`src/rtl/imem_loader_if.sv`:
```
// Byte-stream input and instruction-memory write bus of the program loader.
interface imem_loader_if #(
    parameter int AW = 10
);
    logic          byte_valid_i;
    logic [7:0]    byte_data_i;
    logic          byte_ready_o;
    logic          we_o;
    logic [AW-1:0] waddr_o;
    logic [31:0]   wdata_o;

    // Loader side: consumes bytes, drives memory writes.
    modport master (
        input  byte_valid_i,
        input  byte_data_i,
        output byte_ready_o,
        output we_o,
        output waddr_o,
        output wdata_o
    );

    // Environment side: supplies bytes, observes memory writes.
    modport slave (
        output byte_valid_i,
        output byte_data_i,
        input  byte_ready_o,
        input  we_o,
        input  waddr_o,
        input  wdata_o
    );
endinterface

```
`src/rtl/imem_loader.sv`:
```
// Instruction-memory loader: receives a program as a little-endian byte
// stream, writes it word by word into instruction memory, keeps a running
// checksum and holds the core in reset until a complete program is in place.
module imem_loader #(
    parameter int DEPTH = 1024,
    parameter int AW    = 10
) (
    input  logic          clk_i,
    input  logic          rst_ni,
    input  logic          start_i,
    input  logic [AW:0]   len_i,
    imem_loader_if.master bus,
    output logic          busy_o,
    output logic          done_o,
    output logic          err_o,
    output logic          cpu_rst_no,
    output logic [31:0]   checksum_o
);

    typedef enum logic [1:0] {
        IDLE,
        RECV,
        WRITE,
        DONE
    } state_t;

    localparam logic [AW:0] DEPTH_L = (AW+1)'(DEPTH);

    state_t        state_q, state_d;
    logic [1:0]    byte_cnt_q, byte_cnt_d;
    logic [AW:0]   word_cnt_q, word_cnt_d;
    logic [AW:0]   len_q, len_d;
    logic [23:0]   word_q, word_d;
    logic [AW-1:0] waddr_q, waddr_d;
    logic [31:0]   wdata_q, wdata_d;
    logic [31:0]   checksum_q, checksum_d;
    logic          err_q, err_d;
    logic          cpu_rst_q, cpu_rst_d;

    logic          len_legal;
    logic [AW:0]   word_cnt_inc;

    assign len_legal    = (len_i != '0) && (len_i <= DEPTH_L);
    assign word_cnt_inc = word_cnt_q + (AW+1)'(1);

    // State and datapath registers with asynchronous active-low reset.
    always_ff @(posedge clk_i or negedge rst_ni) begin
        if (!rst_ni) begin
            state_q    <= IDLE;
            byte_cnt_q <= '0;
            word_cnt_q <= '0;
            len_q      <= '0;
            word_q     <= '0;
            waddr_q    <= '0;
            wdata_q    <= '0;
            checksum_q <= '0;
            err_q      <= 1'b0;
            cpu_rst_q  <= 1'b0;
        end else begin
            state_q    <= state_d;
            byte_cnt_q <= byte_cnt_d;
            word_cnt_q <= word_cnt_d;
            len_q      <= len_d;
            word_q     <= word_d;
            waddr_q    <= waddr_d;
            wdata_q    <= wdata_d;
            checksum_q <= checksum_d;
            err_q      <= err_d;
            cpu_rst_q  <= cpu_rst_d;
        end
    end

    // Next-state and datapath update; the 4th byte lands directly in the
    // registered write-data/address so they are valid throughout WRITE.
    always_comb begin
        state_d    = state_q;
        byte_cnt_d = byte_cnt_q;
        word_cnt_d = word_cnt_q;
        len_d      = len_q;
        word_d     = word_q;
        waddr_d    = waddr_q;
        wdata_d    = wdata_q;
        checksum_d = checksum_q;
        err_d      = err_q;
        cpu_rst_d  = cpu_rst_q;

        case (state_q)
            IDLE: begin
                if (start_i) begin
                    if (len_legal) begin
                        state_d    = RECV;
                        byte_cnt_d = '0;
                        word_cnt_d = '0;
                        checksum_d = '0;
                        err_d      = 1'b0;
                        len_d      = len_i;
                        cpu_rst_d  = 1'b0;
                    end else begin
                        err_d = 1'b1;
                    end
                end
            end
            RECV: begin
                if (bus.byte_valid_i) begin
                    byte_cnt_d = byte_cnt_q + 2'd1;
                    case (byte_cnt_q)
                        2'd0: word_d[7:0]   = bus.byte_data_i;
                        2'd1: word_d[15:8]  = bus.byte_data_i;
                        2'd2: word_d[23:16] = bus.byte_data_i;
                        default: begin
                            wdata_d = {bus.byte_data_i, word_q};
                            waddr_d = word_cnt_q[AW-1:0];
                            state_d = WRITE;
                        end
                    endcase
                end
            end
            WRITE: begin
                checksum_d = checksum_q + wdata_q;
                word_cnt_d = word_cnt_inc;
                state_d    = (word_cnt_inc == len_q) ? DONE : RECV;
            end
            DONE: begin
                cpu_rst_d = 1'b1;
                state_d   = IDLE;
            end
            default: state_d = IDLE;
        endcase
    end

    assign bus.byte_ready_o = (state_q == RECV);
    assign bus.we_o         = (state_q == WRITE);
    assign bus.waddr_o      = waddr_q;
    assign bus.wdata_o      = wdata_q;
    assign busy_o           = (state_q != IDLE);
    assign done_o           = (state_q == DONE);
    assign err_o            = err_q;
    assign cpu_rst_no       = cpu_rst_q;
    assign checksum_o       = checksum_q;

endmodule

```
`src/flat_wrapper.sv`:
```
// flat-port wrapper written by rule: the top's interface ports become plain ports
module imem_loader_flat 
#(
    parameter int DEPTH = 1024,
    parameter int AW    = 10
)
  (clk_i, rst_ni, start_i, len_i, busy_o, done_o, err_o, cpu_rst_no, checksum_o, bus_byte_valid_i, bus_byte_data_i, bus_byte_ready_o, bus_we_o, bus_waddr_o, bus_wdata_o);
  imem_loader_if #(.AW(AW)) bus_i ();
  input  logic clk_i;
  input  logic rst_ni;
  input  logic start_i;
  input  logic [AW:0] len_i;
  output logic busy_o;
  output logic done_o;
  output logic err_o;
  output logic cpu_rst_no;
  output logic [31:0] checksum_o;
  input wire logic [$bits(bus_i.byte_valid_i)-1:0] bus_byte_valid_i;
  input wire logic [$bits(bus_i.byte_data_i)-1:0] bus_byte_data_i;
  output wire logic [$bits(bus_i.byte_ready_o)-1:0] bus_byte_ready_o;
  output wire logic [$bits(bus_i.we_o)-1:0] bus_we_o;
  output wire logic [$bits(bus_i.waddr_o)-1:0] bus_waddr_o;
  output wire logic [$bits(bus_i.wdata_o)-1:0] bus_wdata_o;
  assign bus_i.byte_valid_i = bus_byte_valid_i;
  assign bus_i.byte_data_i = bus_byte_data_i;
  assign bus_byte_ready_o = bus_i.byte_ready_o;
  assign bus_we_o = bus_i.we_o;
  assign bus_waddr_o = bus_i.waddr_o;
  assign bus_wdata_o = bus_i.wdata_o;
  imem_loader #(.DEPTH(DEPTH), .AW(AW)) u_core (.clk_i(clk_i), .rst_ni(rst_ni), .start_i(start_i), .len_i(len_i), .bus(bus_i), .busy_o(busy_o), .done_o(done_o), .err_o(err_o), .cpu_rst_no(cpu_rst_no), .checksum_o(checksum_o));
endmodule
```
`config.mk`:
```
export PLATFORM = sky130hd
export DESIGN_NAME = imem_loader_flat
export DESIGN_NICKNAME = d
export VERILOG_FILES = /design/src/rtl/imem_loader_if.sv /design/src/rtl/imem_loader.sv /design/src/flat_wrapper.sv
export SDC_FILE = /design/constraint.sdc
export NUM_CORES = 1
export LEC_CHECK = 0
export CAP_MARGIN = 25
export CORE_MARGIN = 4
export CORE_UTILIZATION = 40
export CTS_CLUSTER_DIAMETER = 80
export DETAILED_ROUTE_END_ITERATION = 16
export GPL_TIMING_DRIVEN = 0
export PLACE_DENSITY_LB_ADDON = 0.2
export SKIP_LAST_GASP = 1
export SLEW_MARGIN = 20
export SYNTH_ARGS = -nofsm -noshare
export SYNTH_HDL_FRONTEND = slang
export SYNTH_SLANG_ARGS = --single-unit
```
`constraint.sdc`:
```
create_clock -name clk_i -period 3.4 [get_ports clk_i]
set_input_delay 0.34 -clock clk_i [delete_from_list [all_inputs] [get_ports clk_i]]
set_output_delay 0.34 -clock clk_i [all_outputs]
set_load 0.01 [all_outputs]
```
**Run 1: signal wires on met1**

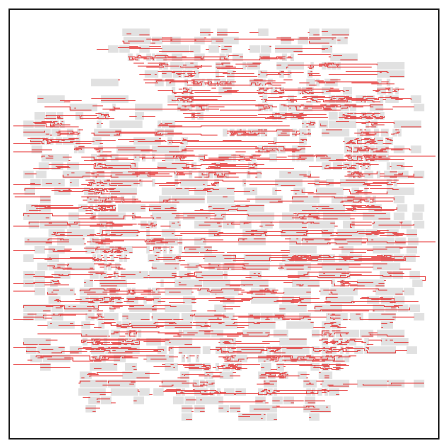
longest straight run	43.2 um
wire length on this layer	8,460 um
main direction	horizontal
share of all routed wire	45%
drt total wl: 18.7 mm
number of vias after detailed routing: 5,445

**Run 1: signal wires on met2**

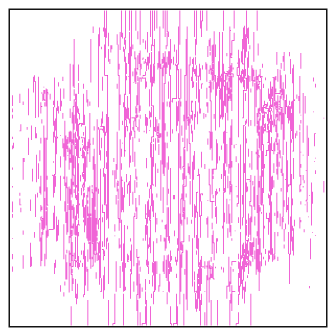
nets with wire on the layer	736
main direction	vertical
longest straight run	63.0 um
share of all routed wire	49%
global routing met2 resource utilization: 32.6%

**Run 1: the metal 3 layer**

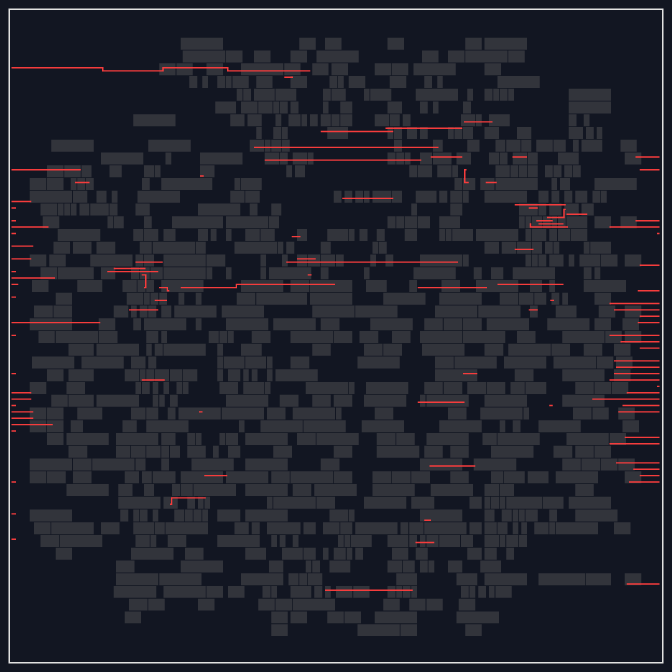
wire length on this layer	756 um
main direction	horizontal
longest straight run	39.1 um
share of all routed wire	4.0%
met3 GRT Util: 3.66%

-- run 1: flip-flops by register name (all words and copies together), names as in the netlist --
| register | count |
|---|---|
| u_core.byte_cnt_q | 2 |
| u_core.err_o | 1 |
| u_core.len_q | 11 |
| u_core.bus.waddr_o | 10 |
| u_core.cpu_rst_no | 1 |
| u_core.word_q | 24 |
| u_core.state_q | 2 |
| u_core.word_cnt_q | 11 |
| u_core.checksum_o | 32 |
| u_core.bus.wdata_o | 32 |
-- run 1: cell type report --
type | instances | area share, %
Buffer | 35 | 1.91
Clock buffer | 22 | 5.37
Clock inverter | 9 | 1.52
Inverter | 18 | 0.765
Multi-Input combinational cell | 467 | 39.6
Sequential cell | 126 | 35.7
Tap cell | 220 | 3.12
Timing Repair Buffer | 104 | 12.0
==> notes.md, run 1 <==
Figures from the flow reports.

Pwr:
- The run gives the combinational power share as 45.1%.
- Power attributed to sequential cells is 2.64 mW.
- Power attributed to the clock group is 1.88 mW.
- The run puts the part of the power in registers at 32.0%.
- The run gives the internal power component as 5.22 mW.
- The run gives the switching part of the total power as 36.7%.
- The run puts the maximum resistive drop on vdd at 0.475 mV.

Detailed routing:
- The run puts the met1 wire length at 8.46 mm.
- After detailed routing, no signal wire sits above met4.
- The run puts the number of search-and-repair iterations in the first detailed-routing pass at 5.
- The run puts the met3 wire length at 755 um.
- The run puts the wire length per cell after detailed routing at 18.7 um.
- Nets still carrying antenna violations after routing amount to 0.

Cells and area:
- The run gives the ratio of cells with drive above 1 in the final layout as 16.0%.
- After filler insertion, the fill cell instance count of the layout stands at 1,480.
- The run puts the final standard cell count with taps included and fillers excluded at 1,001.
- The run gives the count of inserted antenna diode cells as 0.
- The run gives the final design instance area without fill as 8830 um^2.
- Compared with the post-synthesis result, the final layout area differs by 28.4%.

Status:
- The run finished with clean final reports.

Timing:
- The run gives the measured slew at the worst slew-check pin as 0.851 ns.
- Counting endpoints that fail hold in the final report gives 0.
- The run gives the worst relative slew slack as 43.3%.
- The final layout reports a setup TNS of 0 ns.
- The run gives the setup violation total in the final timing report as 0.
- The run puts the post-route worst setup slack at 0.235 ns.
- The run gives the final hold slack as 0.401 ns.
- The run puts the worst setup skew after layout at 0.0116 ns.
- The run puts the highest clock rate at 316 MHz.
- Setup repair after global routing left no endpoint under its margin.

Setup path:
- Data on the critical path arrives at its endpoint at 2.83 ns.
- The run puts the combined buffer and inverter count along the critical path at 4.
- The run puts the depth of the most critical reg-to-reg path at 12.
- The slowest stage of the critical path is the sky130_fd_sc_hd__clkbuf_1 cell.
- The most numerous cell type found on the critical path is sky130_fd_sc_hd__clkbuf_1.
- STA classifies the critical path startpoint as a flip-flop.
- STA classifies the critical path endpoint as an output port.
- The signal on the critical path passes through nand2b_1 > clkbuf_1 > inv_1 > clkbuf_1 > clkdlybuf4s50_1.

CTS:
- TritonCTS built the clock tree.
- The run gives the clock insertion delay at the later pin of the skew report as 0.41 ns.
- The run gives the total number of H-tree levels as 4.
- The run puts the number of resized instances in the post-cts repair step at 0.

Place:
- The run puts the half-perimeter wire length after placement at 14.0 mm.

Floorplan:
- The run puts the number of placement rows at 47.
- The run gives the standard cell core area as 16,700 um^2.
- Before placement the cells fill 41.2% of the core.
- The run puts the width of the die at 139 um.

Logic synthesis:
- The cell type that accounts for the most area after synthesis is sky130_fd_sc_hd__dfrtp_1.
- Per the synthesis report, the AND-OR/OR-AND share of the synthesized area is 15.2%.
- Per the synthesis report, the adder-cell share of the synthesized area is 6.84%.
- Of all flip-flops after synthesis, the portion carrying an async set or reset was 100%.
- The run gives the cell area after technology mapping as 6880 um^2.
- In the synthesized netlist, the cells that appear most often are 126 x sky130_fd_sc_hd__dfrtp_1, 71 x sky130_fd_sc_hd__mux2_2, 61 x sky130_fd_sc_hd__nand2_1.
- Yosys instantiated no cell more often than sky130_fd_sc_hd__dfrtp_1.
- The run gives the post-synthesis sequential element count as 126.
- The run puts the warning count from the yosys run at 0.

GRT:
- Entering global routing, the biggest net connects 87 pins.
- The run gives the via count of the first global-routing pass as 5,527.
- The initial antenna violation count is 0.
- In the global route stage, met1 resource usage came out at 25.6%.

Hold path:
- In this run the worst hold path is classified as in -> async.
## Run 2: what changed since run 1
--- a/config.mk
+++ b/config.mk
@@ -6,6 +6,7 @@
 export NUM_CORES = 1
 export LEC_CHECK = 0
 export CAP_MARGIN = 25
+export CORE_ASPECT_RATIO = 0.75
 export CORE_MARGIN = 4
 export CORE_UTILIZATION = 40
 export CTS_CLUSTER_DIAMETER = 80
**Run 2: the metal 3 layer**

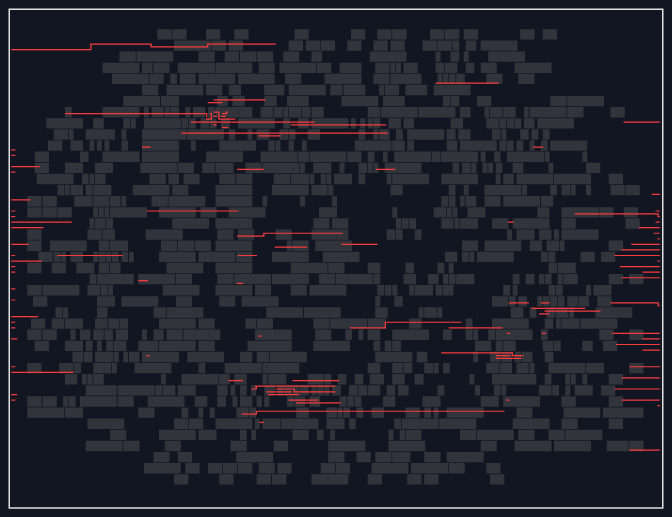
share of all routed wire	4.5%
wire length on this layer	862 um
met3 GRT Util: 3.89%
number of vias after detailed routing: 5,458

**Run 2: M4 wires**

The bar under the picture is 50 um long.
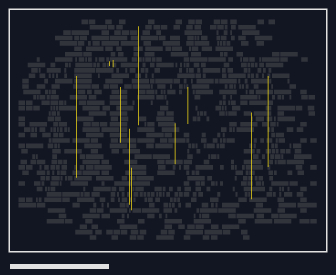
share of all routed wire	1.7%
main direction	vertical
drt total wl: 19.3 mm

==> notes.md, run 2 <==
Figures from the flow reports.

Status:
- Result of the run: complete, no violations (unchanged).

Logic synthesis:
- The run puts the warning count from the yosys run at 0 (unchanged).
- The run puts the fraction of synthesized cell area taken by the top area cell type at 45.8% (unchanged).
- The run gives the share of the synthesized netlist area taken by xor and xnor gates as 5.60% (unchanged).
- The run puts the post-synthesis sequential element count at 126 (unchanged).
- Most instantiated cells after synthesis: 126 x sky130_fd_sc_hd__dfrtp_1, 71 x sky130_fd_sc_hd__mux2_2, 61 x sky130_fd_sc_hd__nand2_1 (unchanged).
- Ranking of synthesized cells by area: sky130_fd_sc_hd__dfrtp_1 46%, sky130_fd_sc_hd__mux2_2 12%, sky130_fd_sc_hd__ha_1 6.5%, sky130_fd_sc_hd__o21ai_0 3.6%, sky130_fd_sc_hd__xnor2_1 3.6% (unchanged).
- The run gives the async set or reset register ratio after synthesis as 100% (unchanged).
- The Yosys chip area is 6880 um^2 (unchanged).
- The most frequent cell after synthesis was sky130_fd_sc_hd__dfrtp_1 (unchanged).
- The run puts the compound-cell area share of the yosys netlist at 15.2% (unchanged).
- The cell type with the highest aggregate area in the netlist is sky130_fd_sc_hd__dfrtp_1 (unchanged).
- The run gives the predominant post-synthesis flop cell as sky130_fd_sc_hd__dfrtp_1 (unchanged).

Pwr:
- The run puts the maximum resistive drop on vdd at 0.401 mV (was 0.475 mV).
- The run puts the switching part of the total power at 37.1% (was 36.7%).
- The run puts the total net switching power at 3.07 mW (was 3.03 mW).
- The run puts the power consumed by the clock network at 1.90 mW (was 1.88 mW).
- The run gives the combinational power share as 45.1% (about the same).
- The run gives the internal power component as 5.20 mW (was 5.22 mW).
- The run puts the part of the power in registers at 32.0% (about the same).
- The reported sequential group power was 2.65 mW (was 2.64 mW).

CTS:
- The run puts the total number of H-tree levels at 4 (unchanged).
- The clock tree from TritonCTS is built (unchanged).
- The run puts the clock insertion delay at the later pin of the skew report at 0.42 ns (was 0.41 ns).
- The clock root buffer is sky130_fd_sc_hd__clkbuf_16 (unchanged).

Detailed routing:
- The run puts the met1 wire length at 9.79 mm (was 8.46 mm).
- The run puts the number of search-and-repair iterations in the first detailed-routing pass at 7 (was 5).
- The run gives the met3 wire length as 861 um (was 755 um).
- The highest metal layer with signal wires was met4 (unchanged).
- The remaining antenna violation count came to 0 (unchanged).
- The run puts the wire length per cell after detailed routing at 19.4 um (was 18.7 um).

Timing:
- The number of endpoints with negative hold slack in the final report is 0 (unchanged).
- The run puts the setup total negative slack at 0 ns (unchanged).
- The run puts the worst relative slew slack at 45.3% (was 43.3%).
- The measured slew at the worst slew-check pin is 0.821 ns (was 0.851 ns).
- Unrepaired setup endpoints after global routing: no (unchanged).
- The run puts the setup violation total in the final timing report at 0 (unchanged).
- The run gives the minimum clock period after layout as 3.20 ns (was 3.17 ns).
- The final hold slack came to 0.396 ns (was 0.401 ns).
- The run puts the post-route worst setup slack at 0.202 ns (was 0.235 ns).
- The run gives the worst setup skew after layout as 0.00828 ns (was 0.0116 ns).

Floorplan:
- The width of the die came to 159 um (was 139 um).
- The boundary pin count is 103 (unchanged).
- The run gives the starting density of the core as 40.9% (was 41.2%).
- The run gives the standard cell core area as 16,800 um^2 (was 16,700 um^2).

Hold path:
- The path class of the lowest-slack min-delay path is in -> async (unchanged).

Setup path:
- The run gives the cell family with the largest share of critical-path delay as buffers and inverters (unchanged).
- The data arrival time of the critical path is 2.86 ns (was 2.83 ns).
- Worst path cell trace: nand2b_1 > clkbuf_1 > inv_1 > clkbuf_1 > clkdlybuf4s50_1 (unchanged).
- The run gives the category of the worst setup path launch point as a flip-flop (unchanged).
- The combined buffer and inverter count along the critical path came to 4 (unchanged).
- The kind of capture point of the worst setup path is an output port (unchanged).
- The run puts the depth of the most critical reg-to-reg path at 12 (unchanged).
- The run gives the most repeated library cell on the critical path as sky130_fd_sc_hd__clkbuf_1 (unchanged).
- The class of the most critical setup path is reg -> out (unchanged).

Cells and area:
- The run gives the final standard cell count with taps included and fillers excluded as 997 (was 1,001).
- The run gives the final design instance area without fill as 8830 um^2 (unchanged).
- The run puts the fill cell total of the finished layout at 1,490 (was 1,480).
- The run gives the count of inserted antenna diode cells as 0 (unchanged).
- The run puts the synthesis-to-layout area growth at 28.4% (unchanged).

GRT:
- The run gives the pin count of the biggest net entering global routing as 83 (was 87).
- The run puts the via count of the first global-routing pass at 5,399 (was 5,527).
- The run gives the initial antenna violation count as 0 (unchanged).

Place:
- The post-placement cell area came to 8200 um^2 (was 8210 um^2).
- The run puts the half-perimeter wire length after placement at 14.4 mm (was 14.0 mm).
## run 2: timing repair
item | in CTS | in global routing
gates resized | 0 | 1
hold endpoints to repair | 44 | 0
setup endpoints to repair | 0 | 1
hold buffers | 1 | 0
## run 2: routing by layer
metal	global-route usage (%)	vias up
met4	6.34	0
met5	0	-
li1	-	2564
met3	3.89	27
met1	30.2	2719
met2	30.2	148
## run 2: layout make-up
cell class	instances	share of cell area [%]
flip-flops and latches	126	35.7
plain buffers	35	1.91
clock buffers	20	5.17
well taps	215	3.05
clock inverters	12	1.79
repair buffers	104	12.0
multi-input cells	467	39.6
inverters	18	0.765
Power is estimated from default activity; no workload was simulated.
